Fig. 1: wire density map
16 x 22 tiles, from white (low) to dark blue (high), scaled to the fullest tile. Values are wire area over tile area, all layers added.
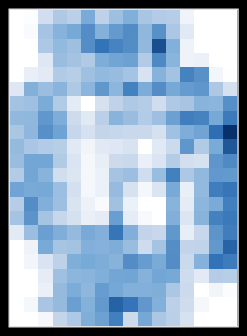
Fig. 2: the metal 1 layer
The bar under the picture is 50 um long.
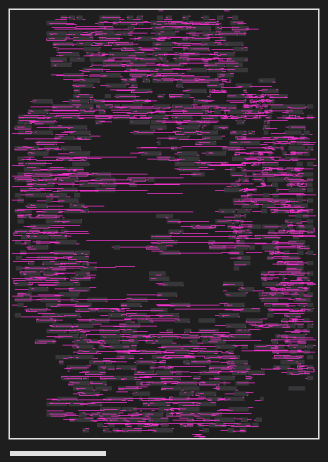
Fig. 3: layout detail
The bar under the picture is 5 um long. Window x 110 to 130, y 157 to 177 um. Cells in grey, sequential cells in the stronger grey; small squares are vias.
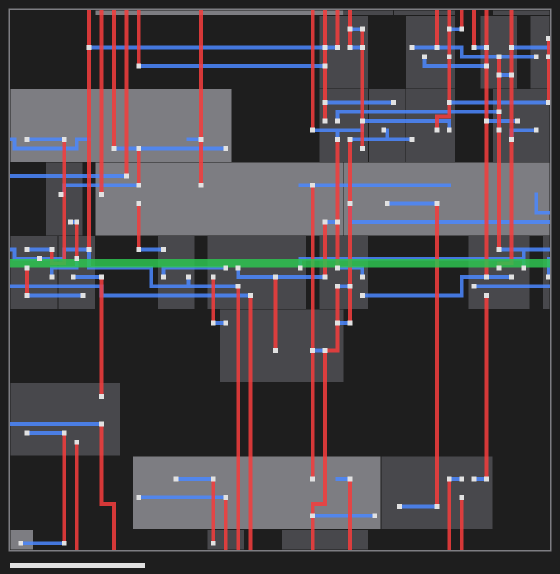
Fig. 4: track usage over the die
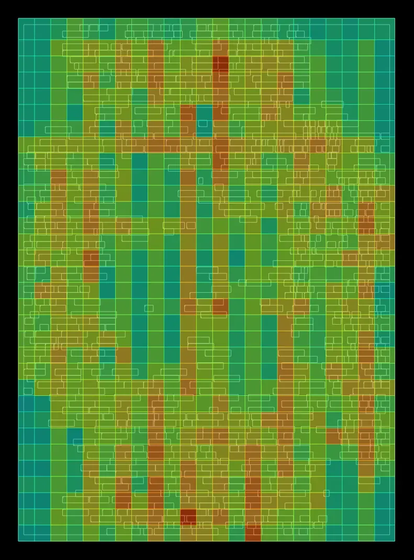
$ cat config.mk
export PLATFORM = sky130hd
export DESIGN_NAME = apb_master_ctrl
export DESIGN_NICKNAME = d
export VERILOG_FILES = /design/src/rtl/apb_master_ctrl.sv
export SDC_FILE = /design/constraint.sdc
export NUM_CORES = 1
export LEC_CHECK = 0
export CAP_MARGIN = 30
export CORE_ASPECT_RATIO = 1.4
export CORE_MARGIN = 2
export CORE_UTILIZATION = 34
export CTS_CLUSTER_SIZE = 30
export DETAILED_ROUTE_END_ITERATION = 6
export GPL_ROUTABILITY_DRIVEN = 0
export PLACE_DENSITY_LB_ADDON = 0.3
export SYNTH_ARGS = -nofsm -noshare
export SYNTH_HDL_FRONTEND = slang
export SYNTH_SLANG_ARGS = --single-unit
$ cat constraint.sdc
create_clock -name clk -period 3.5 [get_ports clk]
set_clock_uncertainty 0.05 [all_clocks]
set_input_delay 0.35 -clock clk [delete_from_list [all_inputs] [get_ports clk]]
set_output_delay 0.35 -clock clk [all_outputs]
set_load 0.005 [all_outputs]
$ cat src/rtl/apb_master_ctrl.sv
// apb_master_ctrl: queues read/write commands and runs each as an APB4 transfer,
// with a PREADY watchdog and one in-order response per command.
module apb_master_ctrl #(
    parameter int ADDR_W         = 12,
    parameter int DATA_W         = 32,
    parameter int CMD_DEPTH      = 4,
    parameter int TIMEOUT_CYCLES = 256,
    localparam int STRB_W        = DATA_W / 8,
    localparam int LVL_W         = $clog2(CMD_DEPTH) + 1
) (
    input  logic              clk,
    input  logic              rst,
    input  logic              cmd_valid,
    output logic              cmd_ready,
    input  logic              cmd_write,
    input  logic [ADDR_W-1:0] cmd_addr,
    input  logic [DATA_W-1:0] cmd_wdata,
    input  logic [STRB_W-1:0] cmd_strb,
    input  logic [2:0]        cmd_prot,
    output logic              rsp_valid,
    input  logic              rsp_ready,
    output logic [DATA_W-1:0] rsp_rdata,
    output logic              rsp_err,
    output logic              rsp_timeout,
    output logic [ADDR_W-1:0] paddr,
    output logic              psel,
    output logic              penable,
    output logic              pwrite,
    output logic [DATA_W-1:0] pwdata,
    output logic [STRB_W-1:0] pstrb,
    output logic [2:0]        pprot,
    input  logic [DATA_W-1:0] prdata,
    input  logic              pready,
    input  logic              pslverr,
    output logic              busy,
    output logic [LVL_W-1:0]  cmd_level
);
    localparam int PTR_W = $clog2(CMD_DEPTH);
    localparam int TO_W  = TIMEOUT_CYCLES > 1 ? $clog2(TIMEOUT_CYCLES) : 1;
    localparam logic [TO_W-1:0] TO_LIM = TO_W'(TIMEOUT_CYCLES > 0 ? TIMEOUT_CYCLES - 1 : 0);

    typedef enum logic [1:0] {IDLE, SETUP, ACCESS} state_t;
    state_t r_state, w_next;

    logic [ADDR_W-1:0] r_q_addr  [CMD_DEPTH];
    logic [DATA_W-1:0] r_q_wdata [CMD_DEPTH];
    logic [STRB_W-1:0] r_q_strb  [CMD_DEPTH];
    logic [2:0]        r_q_prot  [CMD_DEPTH];
    logic              r_q_write [CMD_DEPTH];
    logic [PTR_W-1:0]  r_wr_ptr, r_rd_ptr;
    logic [LVL_W-1:0]  r_level;
    logic [TO_W-1:0]   r_tcnt;
    logic [ADDR_W-1:0] r_paddr;
    logic [DATA_W-1:0] r_pwdata, r_rsp_rdata;
    logic [STRB_W-1:0] r_pstrb;
    logic [2:0]        r_pprot;
    logic              r_psel, r_penable, r_pwrite;
    logic              r_rsp_valid, r_rsp_err, r_rsp_timeout;
    logic              w_push, w_pop, w_done, w_abort;

    assign cmd_ready = r_level != LVL_W'(CMD_DEPTH);
    assign busy      = r_state != IDLE || r_level != '0;
    assign w_push    = cmd_valid && cmd_ready;
    // a new transfer may start only once any pending response is consumed
    assign w_pop     = r_state == IDLE && r_level != '0 && (!r_rsp_valid || rsp_ready);
    assign w_done    = r_state == ACCESS && pready;
    assign w_abort   = r_state == ACCESS && !pready && TIMEOUT_CYCLES != 0 && r_tcnt == TO_LIM;

    always_comb begin
        w_next = r_state;
        if (r_state == IDLE)
            w_next = w_pop ? SETUP : IDLE;
        else if (r_state == SETUP)
            w_next = ACCESS;
        else
            w_next = (w_done || w_abort) ? IDLE : ACCESS;
    end

    always_ff @(posedge clk) begin
        if (w_push) begin
            r_q_addr[r_wr_ptr]  <= cmd_addr;
            r_q_wdata[r_wr_ptr] <= cmd_wdata;
            r_q_strb[r_wr_ptr]  <= cmd_strb;
            r_q_prot[r_wr_ptr]  <= cmd_prot;
            r_q_write[r_wr_ptr] <= cmd_write;
        end
    end

    always_ff @(posedge clk or posedge rst) begin
        if (rst) begin
            r_state       <= IDLE;
            r_wr_ptr      <= '0;
            r_rd_ptr      <= '0;
            r_level       <= '0;
            r_tcnt        <= '0;
            r_psel        <= 1'b0;
            r_penable     <= 1'b0;
            r_paddr       <= '0;
            r_pwrite      <= 1'b0;
            r_pwdata      <= '0;
            r_pstrb       <= '0;
            r_pprot       <= '0;
            r_rsp_valid   <= 1'b0;
            r_rsp_rdata   <= '0;
            r_rsp_err     <= 1'b0;
            r_rsp_timeout <= 1'b0;
        end else begin
            r_state   <= w_next;
            r_psel    <= w_next != IDLE;
            r_penable <= w_next == ACCESS;
            r_level   <= r_level + LVL_W'(w_push) - LVL_W'(w_pop);
            if (w_push)
                r_wr_ptr <= r_wr_ptr + 1'b1;
            if (w_pop) begin
                r_rd_ptr <= r_rd_ptr + 1'b1;
                r_tcnt   <= '0;
                r_paddr  <= r_q_addr[r_rd_ptr];
                r_pwrite <= r_q_write[r_rd_ptr];
                r_pwdata <= r_q_wdata[r_rd_ptr];
                r_pstrb  <= r_q_write[r_rd_ptr] ? r_q_strb[r_rd_ptr] : '0;
                r_pprot  <= r_q_prot[r_rd_ptr];
            end else if (r_state == ACCESS && !pready)
                r_tcnt <= r_tcnt + 1'b1;
            if (w_done || w_abort) begin
                r_rsp_valid   <= 1'b1;
                r_rsp_rdata   <= (w_done && !r_pwrite) ? prdata : '0;
                r_rsp_err     <= w_abort || pslverr;
                r_rsp_timeout <= w_abort;
            end else if (rsp_ready)
                r_rsp_valid <= 1'b0;
        end
    end

    assign cmd_level   = r_level;
    assign psel        = r_psel;
    assign penable     = r_penable;
    assign paddr       = r_paddr;
    assign pwrite      = r_pwrite;
    assign pwdata      = r_pwdata;
    assign pstrb       = r_pstrb;
    assign pprot       = r_pprot;
    assign rsp_valid   = r_rsp_valid;
    assign rsp_rdata   = r_rsp_rdata;
    assign rsp_err     = r_rsp_err;
    assign rsp_timeout = r_rsp_timeout;
endmodule

==> Slide: Implementation Results <==
Physical Implementation Snapshot

Finish
  • Share of cells above drive strength 1: 0.221
  • Fin area: 15200 um2
  • Most frequent cells in the layout: edfxtp_1 (208), clkdlybuf4s50_1 (183), dfrtp_1 (104)
  • Commonest Layout Cell: edfxtp_1

Clock network
  • Post-cts repair resize count: 0
  • TritonCTS Buffers: 31
  • Latency at later pin: 0.55 ns
  • CTS H-tree lvls: 1
  • Clock sinks: 314
  • CTS root buf: clkbuf_16
  • CTS tree: built

Detailed routing
  • Initial DRT Pass Iterations: 6
  • Detail Route Antenna Nets: 0
  • Post-route DRC: 0
  • Routed length per instance: 19.4 um

Critical path
  • WP data required: 3.10 ns
  • Setup CP Type: flop to output port
  • Worst Path Max Fanout: 6
  • Reg2reg start: cmd_level[1]

Global route
  • First-pass GRT wire length: 37.5 mm
  • GRT overflow: 0

Yosys
  • Dominant flop cell: edfxtp_1
  • YS chip area: 11600 um2
  • Post-synth EDFFs: 208
  • Post-Syn Instances: 568
  • Distinct lib cells: 40
  • Post-synthesis net count: 666
  • Top cell type's share of synthesized area: 0.536
  • Async S/R FF share, synth: 0.338

STA
  • Minimum clock period: 2.55 ns
  • Setup tns final: 0 ns
  • Worst Tran Pin Value: 0.687 ns
  • RSZ-0062 raised after global routing: false
  • Final period util: 0.728
  • Rel. slew slack: 0.542
  • Final Hold Violating Endpoints: 0
  • Max-slew violation count: 0
  • # setup viols final: 0

Floorplan
  • Core area: 33900 um2
  • Die Size: 35800 um2
  • Starting Density: 0.343
  • Chip width: 160 um

Placed design
  • Number of port buffers: 183
  • DP Area: 14100 um2
  • Detailed placement HPWL: 13.9 mm

Run status
  • Status: finished clean

Job
  • Max Cap Viol: 0

Power and ir drop
  • Comb pwr share: 0.308
-- Fig. 1 (at the start) --
The fullest tile reaches 0.31. The emptiest ninth of the die: centre. The mean over all tiles is 0.11. 12% of the tiles are nearly empty.

-- Fig. 2 (at the start) --
The layer carries 10200 um of wire. The longest straight run is 54.7 um. The wires run mostly horizontal. 791 nets have wire on it. The layer holds 42% of the routed length.
total number of vias: 5958
GR Util met1: 0.174
final wirelength: 24.1 mm

-- Fig. 3 (at the start) --
Key: green = met3; blue = met1; red = met2
Netlist names of flops here include `r_tcnt` (3), `pstrb` (1). Sequential cells in the window: 4. 20 logic cells have their middle in the window. Most frequent: dfrtp_1 (4), inv_1 (3).

-- Fig. 4 (at the start) --
grt met3 use: 0.0264
final core utilization: 0.447
Tot GR Track Use: 0.136

==> worst max-delay path, cell delays in order, from the launching register on <==
cell	delay, ns
dfrtp_1	0.46
nor3_1	0.52
nand2_1	0.14
clkdlybuf4s50_1	0.49
==> sequential cells by signal, summed over array words and instances, names as in the netlist, 2 cells and up <==
name and count:
r_wr_ptr 2, r_q_addr 48, r_q_prot 12, r_q_wdata 128
r_state 2, pwdata 32, pprot 3, r_rd_ptr 2
r_tcnt 8, paddr 12, cmd_level 3, r_q_strb 16
pstrb 4, r_q_write 4, rsp_rdata 32
==> layout make-up <==
class | instances | area [um2]
antenna | 1 | 2.50
sequential | 314 | 8900
multi-input combinational | 208 | 2550
fill | 2923 | 18800
clock buffer | 34 | 787
clock inverter | 23 | 258
timing repair buffer | 195 | 2030
tap | 451 | 564
inverter | 18 | 70.1
==> per-layer routing <==
| metal | wire, um | track usage | vias to the layer above |
|---|---|---|---|
| met5 | 0 | 0 | - |
| met4 | 409 | 0.0387 | 0 |
| met3 | 1270 | 0.0264 | 24 |
| met2 | 12200 | 0.236 | 160 |
| met1 | 10200 | 0.174 | 3120 |
| li1 | - | - | 2654 |
==> cell families after synthesis <==
kind of cell,count (synthesis),share of synthesized area
DFF,314,0.764
muxes,102,0.149
adders and majority gates,8,0.00924
AOI/OAI and AO/OA,53,0.0357
buffers and inverters,46,0.0188
and+or+nand+nor,39,0.0192
xor gates and xnor gates,6,0.00451
==> Yosys cell counts, types with 3 or more instances <==
library cell,number
and3_1,4
and2_1,3
mux4_2,52
nand2_1,6
o21ai_0,4
ha_1,7
mux2_2,49
clkbuf_1,10
dfrtp_1,106
or3_1,4
xnor2_1,4
a22o_1,32
buf_2,13
buf_6,4
a21oi_1,5
o22ai_1,4
inv_1,18
nor2_1,5
edfxtp_1,208
==> power groups by stage <==
stage	combinational [mW]	sequential [mW]	clock [mW]
6_report	4.01	5.63	3.40
4_1_cts	4.12	5.66	3.51
5_1_grt	4.35	5.77	3.67
3_3_place_gp	4.06	5.70	0
3_5_place_dp	4.11	5.73	0
2_1_floorplan	2.33	5.53	0
==> worst max-delay path by stage <==
| stage | slack [ns] | start | cells after the start | to |
|---|---|---|---|---|
| 2_1_floorplan | 0.31 | rst | 1 | cmd_level[0] |
| 3_3_place_gp | 1.01 | rsp_ready | 10 | cmd_level[2] |
| 3_5_place_dp | 0.99 | pready | 5 | rsp_rdata[13] |
| 4_1_cts | 0.89 | cmd_level[1] | 3 | busy |
| 5_1_grt | 0.83 | cmd_level[1] | 3 | busy |
| 6_report | 0.95 | cmd_level[1] | 3 | busy |
==> stage by stage <==
stage / setup WS, ns / std cells / total power, mW / utilization
finish: 0.952 / 1244 / 13.0 / 0.447
global route: 0.826 / 1243 / 13.8 / 0.447
CTS: 0.891 / 1243 / 13.3 / 0.447
detailed placement: 0.987 / 1186 / 9.83 / 0.416
global placement: 1.01 / 1186 / 9.77 / 0.416
floorplan: 0.311 / 568 / 7.86 / -
Power figures rest on the tool's default switching activity, not on a simulated workload.
